--- config.mk ---
export PLATFORM = sky130hd
export DESIGN_NAME = lane_runner_core
export DESIGN_NICKNAME = d
export VERILOG_FILES = /design/src/rtl/lane_runner_core_pkg.sv /design/src/rtl/lane_runner_core_footprint.sv /design/src/rtl/lane_runner_core.sv
export SDC_FILE = /design/constraint.sdc
export NUM_CORES = 1
export LEC_CHECK = 0
export ABC_AREA = 1
export CAP_MARGIN = 20
export CORE_AREA = 4 4 408 410
export DETAILED_ROUTE_END_ITERATION = 16
export DIE_AREA = 0 0 412 414
export SYNTH_ARGS = -nofsm -noshare
export SYNTH_HDL_FRONTEND = slang
export SYNTH_HIERARCHICAL = 1
export SYNTH_SLANG_ARGS = --single-unit
--- constraint.sdc ---
create_clock -name clock -period 1.45 [get_ports clock]
set_input_delay 0.2175 -clock clock [delete_from_list [all_inputs] [get_ports clock]]
set_output_delay 0.2175 -clock clock [all_outputs]
set_load 0.01 [all_outputs]
--- src/rtl/lane_runner_core_pkg.sv ---
// Shared definitions for the lane-runner player/rules core.
//   state_t      : game state encoding (also driven on db_state)
//   map_index    : bit position of (row, lane) in a flattened map
//   count_width  : bits needed to hold the larger of two counts
package lane_runner_core_pkg;

   typedef enum logic [2:0] {
      S_IDLE    = 3'd0,
      S_PLAYING = 3'd1,
      S_INVULN  = 3'd2,
      S_OVER    = 3'd3,
      S_WON     = 3'd4
   } state_t;

   function automatic int unsigned map_index(input int unsigned row,
                                             input int unsigned lane,
                                             input int unsigned lanes);
      return row * lanes + lane;
   endfunction

   function automatic int unsigned count_width(input int unsigned a,
                                               input int unsigned b);
      int unsigned m;
      m = (a > b) ? a : b;
      return $clog2(m + 1);
   endfunction

endpackage

--- src/rtl/lane_runner_core_footprint.sv ---
// lane_footprint_reduce: ORs each lane of a flattened map over the rows
// ROW_LO..ROW_HI (the player footprint).
//   map   in  ROWS*LANES  flattened map, bit r*LANES+l = row r, lane l
//   lanes out LANES       per-lane OR over the footprint rows
module lane_footprint_reduce
   import lane_runner_core_pkg::*;
#(
   parameter int unsigned LANES  = 4,
   parameter int unsigned ROWS   = 128,
   parameter int unsigned ROW_LO = 0,
   parameter int unsigned ROW_HI = 23
) (
   input  logic [ROWS*LANES-1:0] map,
   output logic [LANES-1:0]      lanes
);

   for (genvar l = 0; l < LANES; l++) begin : g_lane
      logic [ROW_HI-ROW_LO:0] column;
      for (genvar r = ROW_LO; r <= ROW_HI; r++) begin : g_row
         assign column[r-ROW_LO] = map[map_index(r, l, LANES)];
      end
      assign lanes[l] = |column;
   end

endmodule

--- src/rtl/lane_runner_core.sv ---
// lane_runner_core: player lane, hit/pickup detection, lives, invulnerability,
// score and win/lose control for lane-runner games.
//   clock, reset (async, active-high)
//   start, dificuldade        : new game request and lives selection
//   btn_left, btn_right       : level buttons, edge-detected here
//   map_obstacles/objectives  : flattened scrolling maps
//   player_lane (one-hot, MSB leftmost), lives, score
//   hit_pulse, clear_objective: 1-cycle event pulses
//   invulnerable, game_over, game_won, db_state: status
module lane_runner_core
   import lane_runner_core_pkg::*;
#(
   parameter int unsigned LANES         = 4,
   parameter int unsigned ROWS          = 128,
   parameter int unsigned ROW_LO        = 0,
   parameter int unsigned ROW_HI        = 23,
   parameter int unsigned LIVES_EASY    = 3,
   parameter int unsigned LIVES_HARD    = 1,
   parameter int unsigned INVULN_CYCLES = 50000,
   parameter int unsigned GOAL          = 7
) (
   input  logic                                              clock,
   input  logic                                              reset,
   input  logic                                              start,
   input  logic                                              dificuldade,
   input  logic                                              btn_left,
   input  logic                                              btn_right,
   input  logic [ROWS*LANES-1:0]                             map_obstacles,
   input  logic [ROWS*LANES-1:0]                             map_objectives,
   output logic [LANES-1:0]                                  player_lane,
   output logic [count_width(LIVES_EASY, LIVES_HARD)-1:0]    lives,
   output logic [$clog2(GOAL+1)-1:0]                         score,
   output logic                                              hit_pulse,
   output logic [LANES-1:0]                                  clear_objective,
   output logic                                              invulnerable,
   output logic                                              game_over,
   output logic                                              game_won,
   output logic [2:0]                                        db_state
);

   localparam int unsigned LW = count_width(LIVES_EASY, LIVES_HARD);
   localparam int unsigned SW = $clog2(GOAL + 1);
   localparam int unsigned TW = $clog2(INVULN_CYCLES + 1);

   state_t            state, next_state;
   logic              left_q, right_q, left_edge, right_edge;
   logic [LANES-1:0]  obs_lanes, obj_lanes;
   logic [TW-1:0]     timer;
   logic              lockout;
   logic              active, hit_now, got_now, count_hit, fatal, collect, win, start_ok;
   logic [SW-1:0]     score_inc;

   lane_footprint_reduce #(.LANES(LANES), .ROWS(ROWS), .ROW_LO(ROW_LO), .ROW_HI(ROW_HI))
      u_obs (.map(map_obstacles), .lanes(obs_lanes));

   lane_footprint_reduce #(.LANES(LANES), .ROWS(ROWS), .ROW_LO(ROW_LO), .ROW_HI(ROW_HI))
      u_obj (.map(map_objectives), .lanes(obj_lanes));

   assign left_edge  = btn_left  & ~left_q;
   assign right_edge = btn_right & ~right_q;

   always_comb begin
      active    = (state == S_PLAYING) || (state == S_INVULN);
      start_ok  = start && ((state == S_IDLE) || (state == S_OVER) || (state == S_WON));
      hit_now   = |(obs_lanes & player_lane);
      got_now   = |(obj_lanes & player_lane);
      count_hit = (state == S_PLAYING) && hit_now;
      fatal     = count_hit && (lives == LW'(1));
      // A fatal hit swallows a same-cycle pickup, including a winning one.
      collect   = active && got_now && !lockout && !fatal;
      score_inc = (score == SW'(GOAL)) ? score : score + SW'(1);
      win       = collect && (score_inc == SW'(GOAL));
   end

   always_comb begin
      next_state = state;
      case (state)
         S_IDLE:    if (start_ok) next_state = S_PLAYING;
         S_PLAYING: begin
            if (fatal)          next_state = S_OVER;
            else if (win)       next_state = S_WON;
            else if (count_hit) next_state = S_INVULN;
         end
         S_INVULN: begin
            if (win)                               next_state = S_WON;
            else if (timer == TW'(INVULN_CYCLES-1)) next_state = S_PLAYING;
         end
         S_OVER, S_WON: if (start_ok) next_state = S_PLAYING;
         default:   next_state = S_IDLE;
      endcase
   end

   always_ff @(posedge clock or posedge reset) begin
      if (reset) state <= S_IDLE;
      else       state <= next_state;
   end

   always_ff @(posedge clock or posedge reset) begin
      if (reset) begin
         left_q          <= 1'b0;
         right_q         <= 1'b0;
         player_lane     <= {1'b1, {(LANES-1){1'b0}}};
         lives           <= '0;
         score           <= '0;
         timer           <= '0;
         lockout         <= 1'b0;
         hit_pulse       <= 1'b0;
         clear_objective <= '0;
      end else begin
         left_q          <= btn_left;
         right_q         <= btn_right;
         hit_pulse       <= count_hit;
         clear_objective <= collect ? player_lane : '0;
         lockout         <= collect;
         if (start_ok) begin
            lives       <= dificuldade ? LW'(LIVES_HARD) : LW'(LIVES_EASY);
            score       <= '0;
            player_lane <= {1'b1, {(LANES-1){1'b0}}};
            timer       <= '0;
            lockout     <= 1'b0;
         end else begin
            if (count_hit) lives <= lives - LW'(1);
            if (collect)   score <= score_inc;
            if (count_hit)              timer <= '0;
            else if (state == S_INVULN) timer <= timer + TW'(1);
            // Left edge takes priority; at the left wall it still swallows a right edge.
            if (active) begin
               if (left_edge) begin
                  if (!player_lane[LANES-1]) player_lane <= {player_lane[LANES-2:0], 1'b0};
               end else if (right_edge && !player_lane[0]) begin
                  player_lane <= {1'b0, player_lane[LANES-1:1]};
               end
            end
         end
      end
   end

   assign invulnerable = (state == S_INVULN);
   assign game_over    = (state == S_OVER);
   assign game_won     = (state == S_WON);
   assign db_state     = state;

endmodule

**Run 1: routed metal per tile**

Drawn at 1 px/um. 21 x 21 tiles, from dark blue (low) to red (high), scaled to the fullest tile. Values are wire area over tile area, all layers added.
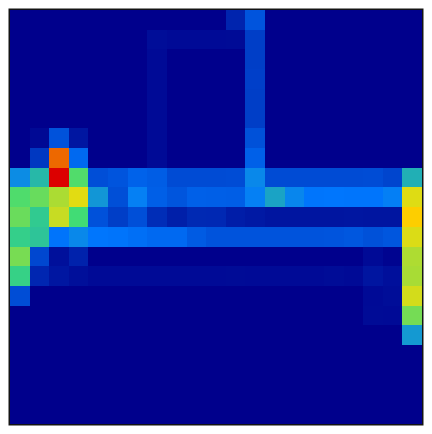
- densest ninth of the die: left middle
- tiles over half the peak: 4.1%
- nearly empty tiles: 67%
- mean over tiles: 0.022

**Run 1: routed metal, one colour a layer**

Drawn at 1 px/um. Two of the layers only.
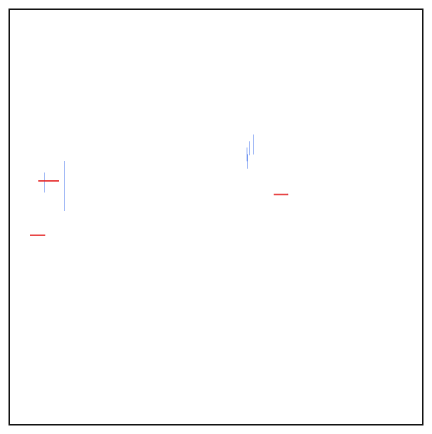
- blue: met4 (wire length 131 um)
- red: met5 (wire length 46.0 um)

==> run summary, run 1 <==
impl run done, here's what came out: Unique cell types=34, worst slew pin tran=roughly 0.47 ns, Cells after Synth=412, H-tree levels=2, total power=between 0.007 and 0.008 W, share of post-route cells with drive strength above 1=about 49%, Seq/Total Area, Yosys=34.8%, DRC Markers=0, Top cell excl fill/tap=nor2_1, CTS Buf Count=5, peak supply drop=0.672 mV, final net count=1735, largest net degree at the start of global routing=37, comb area leader=simple AND/OR/NAND/NOR gates, Sink Count=36, leak pwr=roughly 2.8 nW, clk buf depth=2, Area Growth Syn to Fin=233%, warnings from Yosys=6, status=finished with violations, Routed WL=between 20000 and 25000 um, Placer Congestion=0.670, Die H=414 um, WP data required=1.63 ns, Vias/cell=1.33, failing checks=negative setup slack, startpoint types=flop, Worst Clk Skew=0.00704 ns, Slew HR=about two thirds, final setup violation count=19, setup ws final=-0.126 ns, Total Routing Usage GR=2.32%, simple-gate portion of the synthesized area=49.1%, fin util=5.32%, CTS root buffer=clkbuf_16, pwr dens=898 mW/mm^2, Die Size=0.171 sq mm, DP Wirelength=19200 um, final hold vios=0, tool warning count=860, die width=412 um, max-slew violation count=0, fa+ha+maj area frac=under 10%, Post-synth EDFFs=0, cell taking the most area after synthesis=dfrtp_1, number of cells after detailed placement=2852, Critical Path End Type=flop, biggest area cells=dfrtp_1, nor2_1, nand2_1, Worst Path Buf+Inv=1
**Run 1: wires at chosen ports, followed through buffers**

Drawn at 1 px/um.
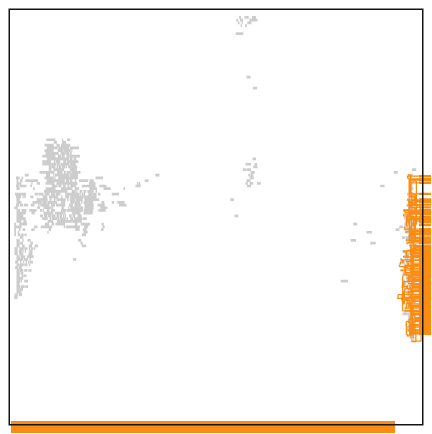
- orange: `map_objectives` (bits 512; direction input; end cells 48; buffers 96; wire 2340 um)
IO Count: 1050
# port buffers: 217

-- run 1: kinds of logic after synthesis --
| group | count (synthesis) |
|---|---|
| adders and majority gates | 3 |
| and+or+nand+nor | 294 |
| buffers and inverters | 42 |
| xor gates and xnor gates | 1 |
| DFF | 36 |
| AOI/OAI and AO/OA | 36 |
-- run 1: stage by stage --
step / setup TNS [ns] / setup WS [ns]
after floorplan: 0 / 0.00169
after global placement: -34.60 / -1.23
after detailed placement: -34.78 / -1.23
after CTS: -1.15 / -0.125
after global routing: -3.21 / -0.216
final: -1.05 / -0.126
-- run 1: metal layers --
layer	vias to the layer above	GRT usage, %	share of wire, %
met5	-	0	0.21
met2	252	2.86	32
li1	1914	-	-
met3	20	1.84	19
met1	1672	3.15	48
met4	6	0.216	0.61
-- run 1: repair_timing --
item                       4_1_cts  5_1_grt
setup buffers                   10       11
hold buffers                     0        0
gates resized                  448      237
setup endpoints to repair       42       38
cloned                           2        0
pin swaps                      201      143
-- run 1: path summary, 6_finish.rpt --
path                                  end  slack, ns     start  cells past startpoint
max                           db_state[2]      -0.13  score[1]                     10
min                              score[2]       0.27     reset                      3
max reg2reg                   db_state[2]      -0.13  score[1]                     10
min reg2reg                      timer[9]       0.54  timer[9]                      2
max in group asynchronous  player_lane[3]       0.92     reset                      3
min in group clock                 left_q       0.41  btn_left                      1
-- run 1: worst register-to-register path, stage by stage, from the launching register on --
cell	delay, ns
dfrtp_2	0.43
ha_4	0.27
inv_2	0.03
nand2_2	0.06
o21ai_2	0.07
nor2_2	0.15
nand3_4	0.13
nand3_4	0.11
nand3_2	0.09
nand2_1	0.08
nand2_1	0.05
-- run 1: report_power, final --
group / switching, W / internal (W) / leakage [nW]
Sequential: 0.000232 / 0.00125 / 0.470
Clock: 0.000430 / 0.000808 / 0.0800
Combinational: 0.00261 / 0.00244 / 2.25
Total: 0.00327 / 0.00450 / 2.80
-- run 1: area by class of cell --
class                           count  area [sq um]
Fill cell                       19200        154000
Clock inverter                      3          42.5
Timing Repair Buffer              283          2410
Sequential cell                    36           911
Inverter                           41           180
Tap cell                         2175          2720
Clock buffer                        5           125
Antenna cell                       24          60.1
Timing Repair inverter              1          16.3
Multi-Input combinational cell    334          2180
-- run 1: synth_stat cells (2+ instances only) --
library cell and count:
nand3_4 2, o21ai_0 7, nor3_1 13, ha_1 3
o32ai_1 2, nand3_2 3, nand3_1 21, a21oi_1 11
o21ai_1 8, nand2_1 96, nand4_1 4, dfrtp_1 35
nor2_1 141, nand2_2 6, inv_1 33, a31oi_1 2
inv_2 8
-- run 1: sequential cells by signal, indices dropped and copies added (netlist names) --
signal	cells
player_lane	4
right_q	1
hit_pulse	1
clear_objective	4
timer	16
left_q	1
lives	2
score	3
lockout	1
db_state	3
==> run 2, diff against run 1 <==
- CTS_CLUSTER_DIAMETER: unset -> 80
**Run 2: where the registers sit**

Drawn at 1.5 px/um.
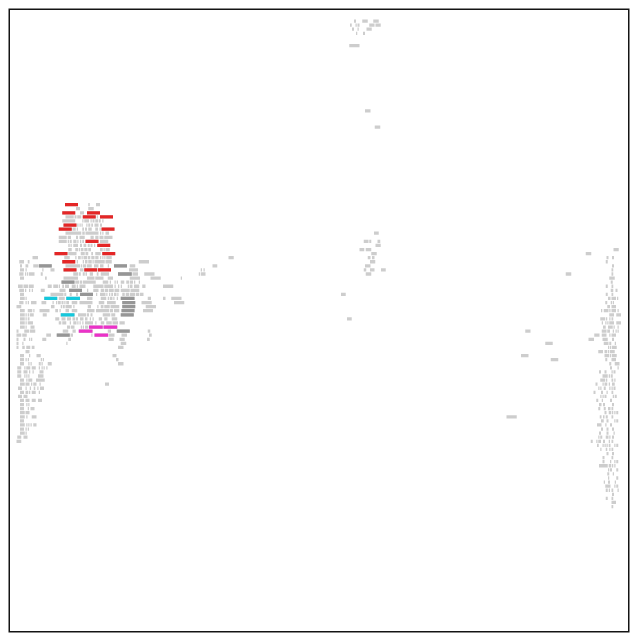
- magenta: `player_lane` (sequential cells 4; where left middle)
- cyan: `score` (sequential cells 3)
- red: `timer` (sequential cells 16)
- not coloured: 13
Reg area: 911 sq um
fin util: 5.32%
sequential power: 0.00148 W
Seq/total area: 10.5%

==> run summary, run 2 <==
impl run done, here's what came out: Biggest register=timer, biggest area cells=dfrtp_1, nor2_1, nand2_1, logic area=0.00218 sq mm (unchanged), fa+ha+maj area frac=1.45% (unchanged), final setup violation count=19 (unchanged), pre-CTS WS=-1.23 ns (unchanged), Slew HR=68.6% (unchanged), total power=0.00777 W (unchanged), Die H=414 um (unchanged), Sink Count=36 (unchanged), Vias/cell=1.33 (unchanged), Critical Path End Type=flop, CTS Buf Count=5 (unchanged), Cells after Synth=412 (unchanged), Area Growth Syn to Fin=233% (unchanged), leak pwr=2.80 nW (unchanged), share of post-route cells with drive strength above 1=48.5% (unchanged), cell taking the most area after synthesis=dfrtp_1, WP data required=1.63 ns (about the same), number of cells after detailed placement=2852 (unchanged), clk buf depth=2 (unchanged), Die Size=0.171 sq mm (unchanged), final hold vios=0 (unchanged), biggest regs=timer (16), clear_objective (4), player_lane (4), # port buffers=217 (unchanged), simple-gate portion of the synthesized area=49.1% (unchanged), IO Count=1050 (unchanged), largest net degree at the start of global routing=37 (unchanged), tool warning count=860 (unchanged), failing checks=negative setup slack, GR Util met3=1.84% (unchanged), CTS root buffer=clkbuf_16, DRC Markers=0 (unchanged), comb area leader=simple AND/OR/NAND/NOR gates, status=finished with violations, met2 usage=2.86% (unchanged), Routed WL=21500 um (unchanged), setup ws final=-0.126 ns (unchanged)
**Run 2: placed standard cells**

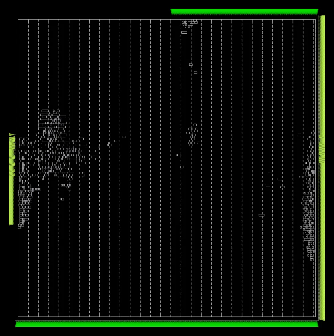
Filler Cells Inserted: 19200
Flops: 36
fin cells: 2902
Core Region: 0.162 sq mm

==> run 2: cell counts after synthesis <==
Identical to the previous run, type by type.
==> run 2: metrics by stage <==
step	hold WS (ns)	setup TNS (ns)	instance area, sq um	util, %
5_1_grt	0.319	-3.21	8590	5.29
6_report	0.275	-1.05	8650	5.32
3_3_place_gp	0.519	-34.60	7990	4.92
2_1_floorplan	0.249	0	2620	-
3_5_place_dp	0.515	-34.78	7990	4.92
4_1_cts	0.287	-1.15	8530	5.25
==> run 2: worst max-delay path, cell delays in order (launching register included) <==
cell and delay [ns]:
dfrtp_2 0.43, ha_4 0.27, inv_2 0.03, nand2_2 0.05
o21ai_2 0.07, nor2_2 0.15, nand3_4 0.13, nand3_4 0.11
nand3_2 0.09, nand2_1 0.08, nand2_1 0.05
==> run 2: area by class of cell <==
class | count | share of cell area, %
clock buffer | 5 | 1.45
timing repair inverter | 1 | 0.188
antenna | 24 | 0.695
inverter | 41 | 2.08
timing repair buffer | 283 | 27.9
multi-input combinational | 334 | 25.2
tap | 2175 | 31.5
clock inverter | 3 | 0.492
sequential | 36 | 10.5
==> run 2: what timing repair did <==
| item | 4_1_cts | 5_1_grt |
|---|---|---|
| gates cloned | 2 | 0 |
| resized | 448 | 237 |
| hold buffers | 0 | 0 |
| buffers inserted | 10 | 11 |
| pin swaps | 201 | 143 |
| setup endpoints to repair | 42 | 38 |
| hold endpoints to repair | 0 | 0 |
==> run 2: path summary, 6_finish.rpt <==
kind	from	to	slack, ns	cells past startpoint
min in group clock	btn_left	left_q	0.41	1
worst min-delay path	reset	score[2]	0.27	3
worst max-delay path	score[1]	db_state[2]	-0.13	10
worst max register to register	score[1]	db_state[2]	-0.13	10
max in group asynchronous	reset	player_lane[3]	0.92	3
worst min register to register	timer[9]	timer[9]	0.54	2
==> run 2: logic make-up after synthesis <==
family / count (synthesis)
adder cells (fa/ha/maj): 3
AND-OR/OR-AND: 36
XOR/XNOR: 1
buffers and inverters: 42
AND/OR/NAND/NOR: 294
flip-flops: 36
==> run 2: routing by layer <==
layer  vias up  share of wire, %
li1       1914                 -
met1      1672                48
met2       252                32
met3        20                19
met4         6              0.61
met5         -              0.21
==> run 2: power breakdown <==
group / internal [W] / switching [W]
Clock: 0.000808 / 0.000430
Sequential: 0.00125 / 0.000232
Combinational: 0.00244 / 0.00261
**Run 2: wires at chosen ports, followed through buffers**

Drawn at 1 px/um.
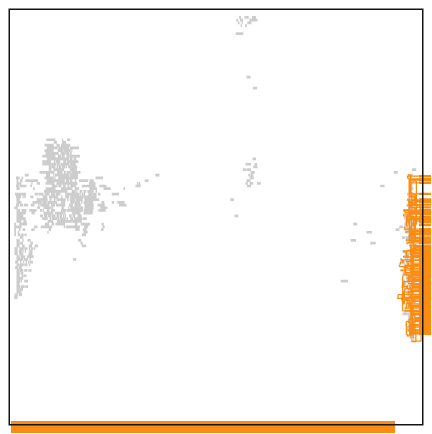

==> run 3, diff against run 2 <==
- CORE_AREA: 4 4 408 410 -> 4 4 401 403
- CTS_CLUSTER_DIAMETER: 80 -> 30
- DIE_AREA: 0 0 412 414 -> 0 0 405 407
- clock period: 1.45 -> 1.6 ns (I/O delays scaled with it)
**Run 3: wires at chosen ports, followed through buffers**

Drawn at 1 px/um.
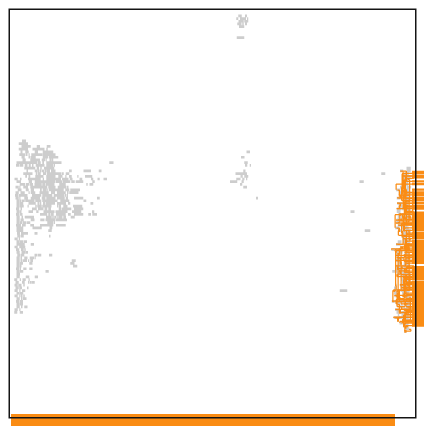
- orange: `map_objectives` (bits 512; direction input; end cells 48; buffers 96; wire 2490 um)

**Run 3: routed metal per tile**

Drawn at 1 px/um. 20 x 20 tiles, from dark blue (low) to red (high), scaled to the fullest tile. Values are wire area over tile area, all layers added.
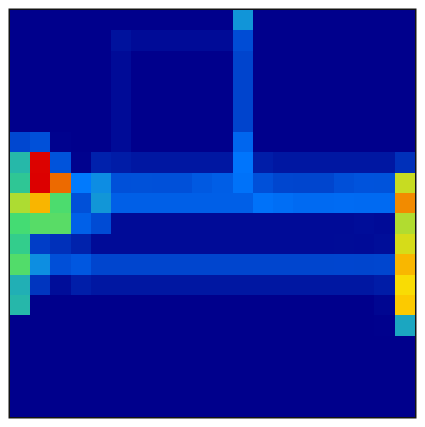
- emptiest ninth of the die: top right
- densest ninth of the die: left middle
- nearly empty tiles: 60%
- fullest tile: 0.29
- mean over tiles: 0.021
- tiles over half the peak: 4.3%
Total Routing Usage GR: 2.23%
vias post-DR: 3808

==> run summary, run 3 <==
impl run done, here's what came out: Reg area=906 sq um (-0.55%), WP data required=1.36 ns (-0.27 ns), leak pwr=3.23 nW (+15%), Antenna Nets Post-Route=0, Commonest cells post-synth=nor2_1, nand2_1, dfrtp_1, inv_1, nand3_1, Most used DFF post-synth=dfrtp_1, Die H=407 um (-1.7%), max-slew violation count=0, P_sw=0.00269 W (-18%), final setup TNS=0 ns (+1.05 ns), WHS=0.195 ns (-0.0793 ns), Core Util at FP=roughly 1.6%, synthesis-stage register bit count=36, cell taking the most area after synthesis=dfrtp_1, DRC Markers=0 (unchanged), Cells after Synth=412 (unchanged), Slew HR=76.6% (+8.0 points), biggest area cells=dfrtp_1, nor2_1, nand2_1, Hold Crit Class=in -> async, final setup violation count=0 (-19), Area Growth Syn to Fin=227%, slowest CP cell=dfrtp_1, # port buffers=217 (unchanged), Worst Clk Skew=0.00383 ns, sw frac=42.5% (+0.39 points), CTS root buffer=clkbuf_16, period utilization=99.7%, max FFs per register=16, clk buf depth=2 (unchanged), Filler Cells Inserted=18700 (-2.9%), tool warning count=860 (unchanged), Worst Path Buf+Inv=3 (+2), RSZ-0062 raised after global routing=yes, biggest regs=timer (16), clear_objective (4), player_lane (4), crit path kind=reg -> out, status=complete, no violations, CP peak stage delay=0.43 ns (about the same), IO Count=1050 (unchanged), logic area=0.00193 sq mm (-12%), P_int=0.00364 W (-19%), met2 usage=2.78% (-0.085 points), Placer Congestion=between 0.7 and 0.8, Die Size=0.165 sq mm (-3.4%), die width=between 400 and 500 um, Routed WL=20500 um (-4.8%), Seq/Total Area, Yosys=a little over a third, total power=0.00633 W (-19%), Critical Path End Type=output pin, Yosys top cell area share=33.8%, Max Freq=0.627 GHz, critical path's top delay family=buffers and inverters, final net count=between 1500 and 2000, CP Cell Sequence=inv_2 > nand3_4 > inv_1 > dlygate4sd2_1, Vias/cell=1.37 (+3.1%), Sink Count=36 (unchanged), fin util=5.39% (+0.062 points), Synth Cell Area=0.00259 sq mm, largest net degree at the start of global routing=24 (-35%), Core Region=0.157 sq mm (-3.0%), Flop pwr share=20.6% (+1.6 points), CTS Buf Count=5 (unchanged), Worst-path clk slew=0.06 ns, final hold vios=0 (unchanged), pwr dens=roughly 750 mW/mm^2, DP Wirelength=~18000 um, Biggest register=timer, min Tclk post-route=around 1.6 ns, Logic pwr share=61.7% (-3.4 points), share of post-route cells with drive strength above 1=27.1% (-21 points), Synth async-reset ratio=100%, clock power share=17.7% (+1.8 points), first-pass GRT wire length=25400 um, GR Util met3=2.06% (+0.22 points)
run 3: cell counts after synthesis:
Identical to the previous run, type by type.
run 3: power by group through the flow:
stage | Combinational [W] | Clock, W | Sequential, W
6_report | 0.00390 | 0.00112 | 0.00130
3_3_place_gp | 0.00308 | 0 | 0.00129
4_1_cts | 0.00358 | 0.00115 | 0.00129
5_1_grt | 0.00429 | 0.00119 | 0.00133
2_1_floorplan | 0.00129 | 0 | 0.00135
3_5_place_dp | 0.00311 | 0 | 0.00129
run 3: timing repair:
action,in CTS,in global routing
hold buffers,0,0
buffers inserted,2,3
pin swaps,118,133
cloned,2,0
setup endpoints to repair,36,34
resized,236,161
run 3: layer usage:
layer  vias to the layer above  part of all wire (%)
met2                       255                    33
met3                        21                    17
met4                         2                  0.76
met1                      1667                    50
li1                       1863                     -
met5                         -                 0.034
run 3: metrics by stage:
stage | worst slack [ns] | instances | area, sq um
2_1_floorplan | 0.0456 | 412 | 2590
3_3_place_gp | -0.815 | 2736 | 7670
3_5_place_dp | -0.809 | 2736 | 7670
4_1_cts | -0.145 | 2748 | 7990
5_1_grt | -0.134 | 2750 | 8420
6_report | 0.00450 | 2774 | 8480
run 3: cell type report:
class                   count  area share [%]
clock inverters             3           0.502
well taps                2072            30.6
clock buffers               5            1.48
diodes                     24           0.708
repair inverters            1           0.192
inverters                  41            1.96
flip-flops and latches     36            10.7
multi-input cells         334            22.7
repair buffers            258            31.2
run 3: kinds of logic (layout without fill, tap and decap cells):
logic type | count (synthesis) | count (layout) | synth area share (%)
flip-flops | 36 | 36 | 34.8
XOR/XNOR | 1 | 1 | 0.338
AND-OR/OR-AND | 36 | 36 | 8.01
other | 0 | 24 | 0
buffers and inverters | 42 | 308 | 6.37
AND/OR/NAND/NOR | 294 | 294 | 49.1
adder cells (fa/ha/maj) | 3 | 3 | 1.45
run 3: final timing paths:
check                            start        endpoint  slack (ns)  cells past startpoint
min in group clock            btn_left          left_q        0.43                      1
min reg2reg                   timer[9]        timer[9]        0.52                      2
max                        db_state[0]    invulnerable       0.005                      4
max reg2reg                   timer[0]     db_state[0]        0.02                      8
min                              reset  player_lane[1]        0.20                      2
max in group asynchronous        reset     db_state[1]        0.97                      3
Power and IR drop assume default switching activity.
